==> src/rtl/fetch_pkg.sv <==
// fetch_pkg: shared state encoding and parameter defaults for the UART instruction fetcher
package fetch_pkg;
  localparam logic [2:0] S_IDLE      = 3'd0;
  localparam logic [2:0] S_SEND_ADDR = 3'd1;
  localparam logic [2:0] S_WAIT_TX   = 3'd2;
  localparam logic [2:0] S_WAIT_HI   = 3'd3;
  localparam logic [2:0] S_WAIT_LO   = 3'd4;
  localparam logic [2:0] S_PRESENT   = 3'd5;
  localparam logic [2:0] S_ERROR     = 3'd6;
  localparam int unsigned TIMEOUT_CYCLES_DEF = 5000000;
  localparam int unsigned MAX_RETRY_DEF      = 2;
endpackage

==> src/rtl/fetch_timer.sv <==
// fetch_timer: per-state wait counter that clears on state entry and saturates at its expiry value
module fetch_timer
  import fetch_pkg::*;
#(
  parameter int unsigned TIMEOUT_CYCLES = TIMEOUT_CYCLES_DEF
) (
  input  logic clk,
  input  logic rst_n,
  input  logic clr,
  input  logic en,
  output logic expired
);
  localparam int unsigned W = TIMEOUT_CYCLES > 1 ? $clog2(TIMEOUT_CYCLES) : 1;
  localparam logic [W-1:0] LAST = W'(TIMEOUT_CYCLES - 1);
  logic [W-1:0] cnt_q, cnt_d;
  assign expired = cnt_q == LAST;
  // count while enabled, hold once expired so the count never wraps
  always_comb cnt_d = clr ? '0 : (en && !expired) ? cnt_q + 1'b1 : cnt_q;
  // counter register
  always_ff @(posedge clk or negedge rst_n)
    if (!rst_n) cnt_q <= '0;
    else cnt_q <= cnt_d;
endmodule

==> src/rtl/instr_fetch_uart.sv <==
// instr_fetch_uart: sends an address byte over UART, collects a two-byte instruction, retries on timeout
module instr_fetch_uart
  import fetch_pkg::*;
#(
  parameter int unsigned TIMEOUT_CYCLES = TIMEOUT_CYCLES_DEF,
  parameter int unsigned MAX_RETRY      = MAX_RETRY_DEF
) (
  input  logic        clk,
  input  logic        reset,
  input  logic        start,
  input  logic [7:0]  pc,
  output logic [7:0]  tx_data,
  output logic        tx_start,
  input  logic        tx_done,
  input  logic [7:0]  rx_data,
  input  logic        rx_done,
  output logic [15:0] instr,
  output logic        instr_valid,
  input  logic        instr_ack,
  output logic        busy,
  output logic        timeout_err
);
  localparam int unsigned RW = MAX_RETRY > 0 ? $clog2(MAX_RETRY + 1) : 1;
  localparam logic [RW-1:0] RMAX = RW'(MAX_RETRY);
  logic [2:0]    state_q, state_d, retry_tgt;
  logic [7:0]    pc_q, pc_d, hi_q, hi_d, tx_data_q, tx_data_d;
  logic [RW-1:0] retry_q, retry_d;
  logic [15:0]   instr_q, instr_d;
  logic          tx_start_q, tx_start_d, instr_valid_q, instr_valid_d;
  logic          busy_q, busy_d, timeout_err_q, timeout_err_d;
  logic          waiting, expired, awaited, timeout, launch;
  assign waiting   = state_q inside {S_WAIT_TX, S_WAIT_HI, S_WAIT_LO};
  assign awaited   = state_q == S_WAIT_TX ? tx_done : rx_done;
  assign timeout   = waiting && expired && !awaited;
  assign launch    = start && (state_q == S_IDLE || state_q == S_ERROR);
  assign retry_tgt = retry_q < RMAX ? S_SEND_ADDR : S_ERROR;
  fetch_timer #(.TIMEOUT_CYCLES(TIMEOUT_CYCLES)) u_timer (
    .clk    (clk),
    .rst_n  (reset),
    .clr    (state_d != state_q),
    .en     (waiting),
    .expired(expired)
  );
  // state register
  always_ff @(posedge clk or negedge reset)
    if (!reset) state_q <= S_IDLE;
    else state_q <= state_d;
  // next state: the awaited pulse always beats a simultaneous timeout
  always_comb begin
    state_d = state_q;
    case (state_q)
      S_IDLE, S_ERROR: state_d = start ? S_SEND_ADDR : state_q;
      S_SEND_ADDR:     state_d = S_WAIT_TX;
      S_WAIT_TX:       state_d = tx_done ? S_WAIT_HI : timeout ? retry_tgt : state_q;
      S_WAIT_HI:       state_d = rx_done ? S_WAIT_LO : timeout ? retry_tgt : state_q;
      S_WAIT_LO:       state_d = rx_done ? S_PRESENT : timeout ? retry_tgt : state_q;
      S_PRESENT:       state_d = instr_ack ? S_IDLE : state_q;
      default:         state_d = S_IDLE;
    endcase
  end
  // datapath: address latch, saturating retry count, byte capture (high byte dropped on a low-byte timeout)
  always_comb begin
    pc_d    = launch ? pc : pc_q;
    retry_d = launch ? '0 : (timeout && retry_q != RMAX) ? retry_q + 1'b1 : retry_q;
    hi_d    = (state_q == S_WAIT_HI && rx_done) ? rx_data : (state_q == S_WAIT_LO && timeout) ? '0 : hi_q;
    instr_d = (state_q == S_WAIT_LO && rx_done) ? {hi_q, rx_data} : instr_q;
  end
  // outputs decoded from the next state so they register in step with the state
  always_comb begin
    tx_start_d    = state_d == S_SEND_ADDR;
    tx_data_d     = state_d inside {S_SEND_ADDR, S_WAIT_TX, S_WAIT_HI, S_WAIT_LO} ? pc_d : tx_data_q;
    instr_valid_d = state_d == S_PRESENT;
    busy_d        = !(state_d inside {S_IDLE, S_ERROR});
    timeout_err_d = state_d == S_ERROR;
  end
  // datapath and output registers
  always_ff @(posedge clk or negedge reset)
    if (!reset) begin
      pc_q          <= '0;
      retry_q       <= '0;
      hi_q          <= '0;
      instr_q       <= '0;
      tx_data_q     <= '0;
      tx_start_q    <= 1'b0;
      instr_valid_q <= 1'b0;
      busy_q        <= 1'b0;
      timeout_err_q <= 1'b0;
    end else begin
      pc_q          <= pc_d;
      retry_q       <= retry_d;
      hi_q          <= hi_d;
      instr_q       <= instr_d;
      tx_data_q     <= tx_data_d;
      tx_start_q    <= tx_start_d;
      instr_valid_q <= instr_valid_d;
      busy_q        <= busy_d;
      timeout_err_q <= timeout_err_d;
    end
  assign tx_data     = tx_data_q;
  assign tx_start    = tx_start_q;
  assign instr       = instr_q;
  assign instr_valid = instr_valid_q;
  assign busy        = busy_q;
  assign timeout_err = timeout_err_q;
endmodule

==> config.mk <==
export PLATFORM = sky130hd
export DESIGN_NAME = instr_fetch_uart
export DESIGN_NICKNAME = d
export VERILOG_FILES = /design/src/rtl/fetch_pkg.sv /design/src/rtl/fetch_timer.sv /design/src/rtl/instr_fetch_uart.sv
export SDC_FILE = /design/constraint.sdc
export NUM_CORES = 1
export LEC_CHECK = 0
export ABC_AREA = 1
export CORE_MARGIN = 2
export CORE_UTILIZATION = 50
export DETAILED_ROUTE_END_ITERATION = 12
export PLACE_DENSITY = 0.75
export SETUP_SLACK_MARGIN = 0.3
export SLEW_MARGIN = 10
export SYNTH_ARGS = -nofsm -noshare
export SYNTH_HDL_FRONTEND = slang
export SYNTH_SLANG_ARGS = --single-unit
==> constraint.sdc <==
create_clock -name clk -period 3.1 [get_ports clk]
set_input_delay 0.62 -clock clk [delete_from_list [all_inputs] [get_ports clk]]
set_output_delay 0.62 -clock clk [all_outputs]
set_load 0.01 [all_outputs]
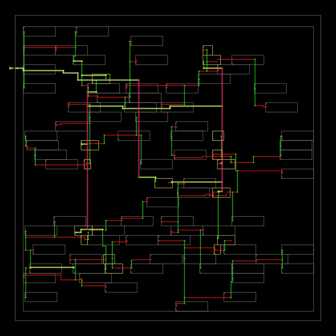
Figure 1: clock routing.
Worst Clk Skew: 0.00781 ns
clock-net power: 663 uW
CLK BUF: 9

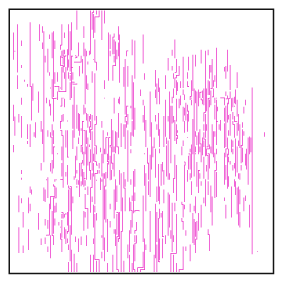
Figure 2: metal 2.
(3 px per um)
longest straight run	55.4 um
wire length on this layer	3540 um
nets with wire on the layer	398

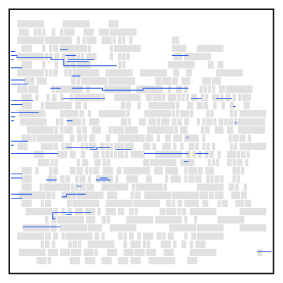
Figure 3: metal 3.
(3 px per um) Cells faint in the background.
longest straight run	17.5 um
main direction	horizontal
nets with wire on the layer	38

==> results.json <==
{
  "first_pass_iters": 5,
  "slew_violations": 0,
  "wirelength_um": 7240,
  "cp_max_fo": 16,
  "cts_hold_buf": 0,
  "syn_area_sq_mm": 0.00349,
  "drt_iter0_drc": 150,
  "fill_cells": 611,
  "p_sw_uw": 1340,
  "viasPerCell": 5.00,
  "fa_ha_area_share_pct": 0.716,
  "rsz0062_at_grt": "no",
  "top_logic_kind": "simple AND/OR/NAND/NOR gates",
  "io_pins": 50,
  "outcome": "finished, final reports clean",
  "required_ns": 3.34,
  "postRouteAntennaNets": 0,
  "wl_met1_um": 3290,
  "synth_warnings": 0,
  "cts-resized-gates": 0,
  "die_area_sq_mm": 0.00767,
  "fp_nets": 430,
  "mux_share_pct": 0.286,
  "dieHeight_um": 87.6,
  "xor_share_pct": 5.26,
  "p_int_uw": 2060,
  "fmax_mhz": 431,
  "ir_worst_vdd_v": 0.000469,
  "synth_area_per_cell_sq_um": 8.61,
  "fp-row-count": 30,
  "synth_cell_types": 33,
  "num_vias": 2828,
  "timing.rr.start": "state_q[0]",
  "cts_tree": "done",
  "cts_buffer_depth": 2,
  "io_buffer_count": 49,
  "max_stage_delay_ns": 0.56,
  "cts_buffers": 9,
  "grt_pass1_vias": 2825,
  "hold_class": "input pin to asynchronous set/reset pin",
  "p_sw_share_pct": 39.3,
  "async_reset_ff_share_pct": 100,
  "edf_count": 0,
  "seq_power_uw": 1350,
  "antenna_found_initial": 0,
  "ys_cells": 406,
  "clk_pin_slew_ns": 0.08,
  "grt_max_degree": 33,
  "combinationalPowerShare_pct": 40.8,
  "top_area_share_pct": 51.6,
  "clk_latency_ns": 0.35,
  "setup-violations-final": 0,
  "crit_type": "register to register",
  "post_cts_buffers": 0,
  "yosys.area.top_type": "dfrtp_1",
  "setup_tns_ns": 0,
  "power.density_mw_per_mm2": 798,
  "grt_use_total_pct": 21.0,
  "critPathCaptureType": "register",
  "dr_wl_met3_um": 305,
  "synth_top_flop_cell": "dfrtp_1",
  "coreArea_sq_mm": 0.00679,
  "route.met2.wl_um": 3540,
  "p_leak_uw": 0.00202,
  "p_seq_share_pct": 39.7,
  "min_period_ns": 2.32,
  "area_growth_pct": 22.1,
  "syn_inst": 406,
  "startpoint_type": "register",
  "critPathLaunch": "state_q[0]",
  "die_x_um": 87.6,
  "ys.flops": 72,
  "dp_hpwl_um": 5230,
  "yosysSeqAreaShare_pct": 51.6,
  "drive_gt1_share_pct": 14.7,
  "diodes": 0,
  "relSlewSlack_pct": 54.7,
  "compound_area_share_pct": 5.94,
  "slowest_stage": "dfrtp_1",
  "numClockSinks": 72,
  "drc_errors": 0,
  "hold_violations": 0,
  "tightestPinTransition_ns": 0.680,
  "ys_area_sq_mm": 0.00349,
  "cts_root_buf": "clkbuf_8",
  "seqCellArea_sq_mm": 0.00180,
  "grt_overflow": 0,
  "top_layer_used": "met4",
  "initCoreUtil_pct": 51.4,
  "logic_area_sq_mm": 0.00146,
  "area_leaders": "dfrtp_1 52%, nand2_1 11%, inv_1 4.6%, nor2_2 4.1%, nand3_1 3.9%",
  "p_total_uw": 3400,
  "top_power_group": "combinational cells",
  "htree_num_levels": 3,
  "yosys.area_share.simple_pct": 29.6,
  "grt_pass1_wl_um": 12600,
  "p_comb_uw": 1390,
  "maxCapViolations": 0,
  "warning_count": 26,
  "path_cells": "nor2_2 -> nand2_2 -> nand2_2 -> nor2_4 -> inv_1 -> nand2_1 -> inv_1 -> nand4_1 -> xor2_1 -> nor2_2",
  "nNetsFinal": 489,
  "timing.final.crit_share_pct": 74.9,
  "wl_per_cell_um": 12.8,
  "worst-endpoint-arrival_ns": 2.56,
  "clkPwrFrac_pct": 19.5,
  "globalplace.congestion": 0.866
}
==> sequential cells by signal, summed over array words and instances, names as in the netlist <==
register and flops:
pc_q 8, state_q 3, busy 1, retry_q 2, instr 16, tx_start 1
timeout_err 1, u_timer.cnt_q 23, instr_valid 1, hi_q 8, tx_data 8
==> final timing paths <==
kind / to / cells after the start / slack [ns]
setup / recovery: u_timer.cnt_q[19] / 10 / 0.78
hold / removal: u_timer.cnt_q[8] / 1 / 0.29
setup reg to reg: u_timer.cnt_q[19] / 10 / 0.78
hold reg to reg: tx_data[4] / 2 / 0.47
max in group asynchronous: state_q[2] / 2 / 2.05
min in group clk: tx_data[4] / 2 / 0.47
==> critical path: cells and delay by family (launching register included) <==
| family | cells | cell delay, ns |
|---|---|---|
| simple gates | 7 | 1.08 |
| buf+inv | 2 | 0.38 |
| xor+xnor | 1 | 0.19 |
| flops | 1 | 0.56 |
==> layer usage <==
layer | track usage [%] | vias up
met3 | 4.62 | 13
li1 | - | 1418
met2 | 33.5 | 66
met1 | 28.0 | 1331
met4 | 8.67 | 0
met5 | 0 | -
==> stage by stage <==
stage | area [sq um] | hold WS, ns | util [%] | cells | setup WS [ns]
2_1_floorplan | 3490 | 0.324 | - | 406 | 1.24
3_3_place_gp | 4100 | 0.455 | 60.3 | 550 | 0.578
3_5_place_dp | 4100 | 0.458 | 60.3 | 550 | 0.483
4_1_cts | 4270 | 0.317 | 62.8 | 566 | 0.782
5_1_grt | 4270 | 0.350 | 62.8 | 566 | 0.558
6_report | 4270 | 0.291 | 62.8 | 566 | 0.778
==> kinds of logic (layout without fill, tap and decap cells) <==
| logic type | Yosys count | in the layout |
|---|---|---|
| flip-flops | 72 | 72 |
| buffers and inverters | 55 | 119 |
| XOR/XNOR | 21 | 21 |
| adder cells (fa/ha/maj) | 2 | 2 |
| AND-OR/OR-AND | 37 | 37 |
| AND/OR/NAND/NOR | 218 | 218 |
| multiplexers | 1 | 1 |
==> synthesized netlist by cell type, types with 2 or more instances <==
library cell,count
o22ai_1,9
clkbuf_1,3
o21ai_0,19
buf_6,3
nor2_1,34
a31oi_1,2
xnor2_1,8
a21oi_1,2
nor3_1,6
dfrtp_1,72
nand2_1,99
inv_2,4
xor2_1,13
nand4_1,8
nand3_2,3
ha_1,2
inv_1,43
nor2_4,3
nand3_1,27
nor2_2,23
nand2_2,9
o21ai_1,2
nor4_1,2
==> cell usage in the layout (no fill, tap or decap), drive strengths merged, types with 5 or more instances in the layout <==
cell type        n
buf              7
clkbuf           9
clkdlybuf4s50   48
clkinv           5
dfrtp           72
inv             48
nand2          109
nand3           31
nand4            8
nor2            60
nor3             6
o21ai           21
o22ai            9
xnor2            8
xor2            13
==> final cells by class <==
type | instances | share of cell area, %
Sequential cell | 72 | 42.2
Multi-Input combinational cell | 279 | 34.3
Timing Repair Buffer | 55 | 12.4
Inverter | 48 | 4.22
Clock buffer | 9 | 2.90
Tap cell | 96 | 2.82
Clock inverter | 7 | 1.11
No activity file was given, so power comes from the tool's default toggle rates.
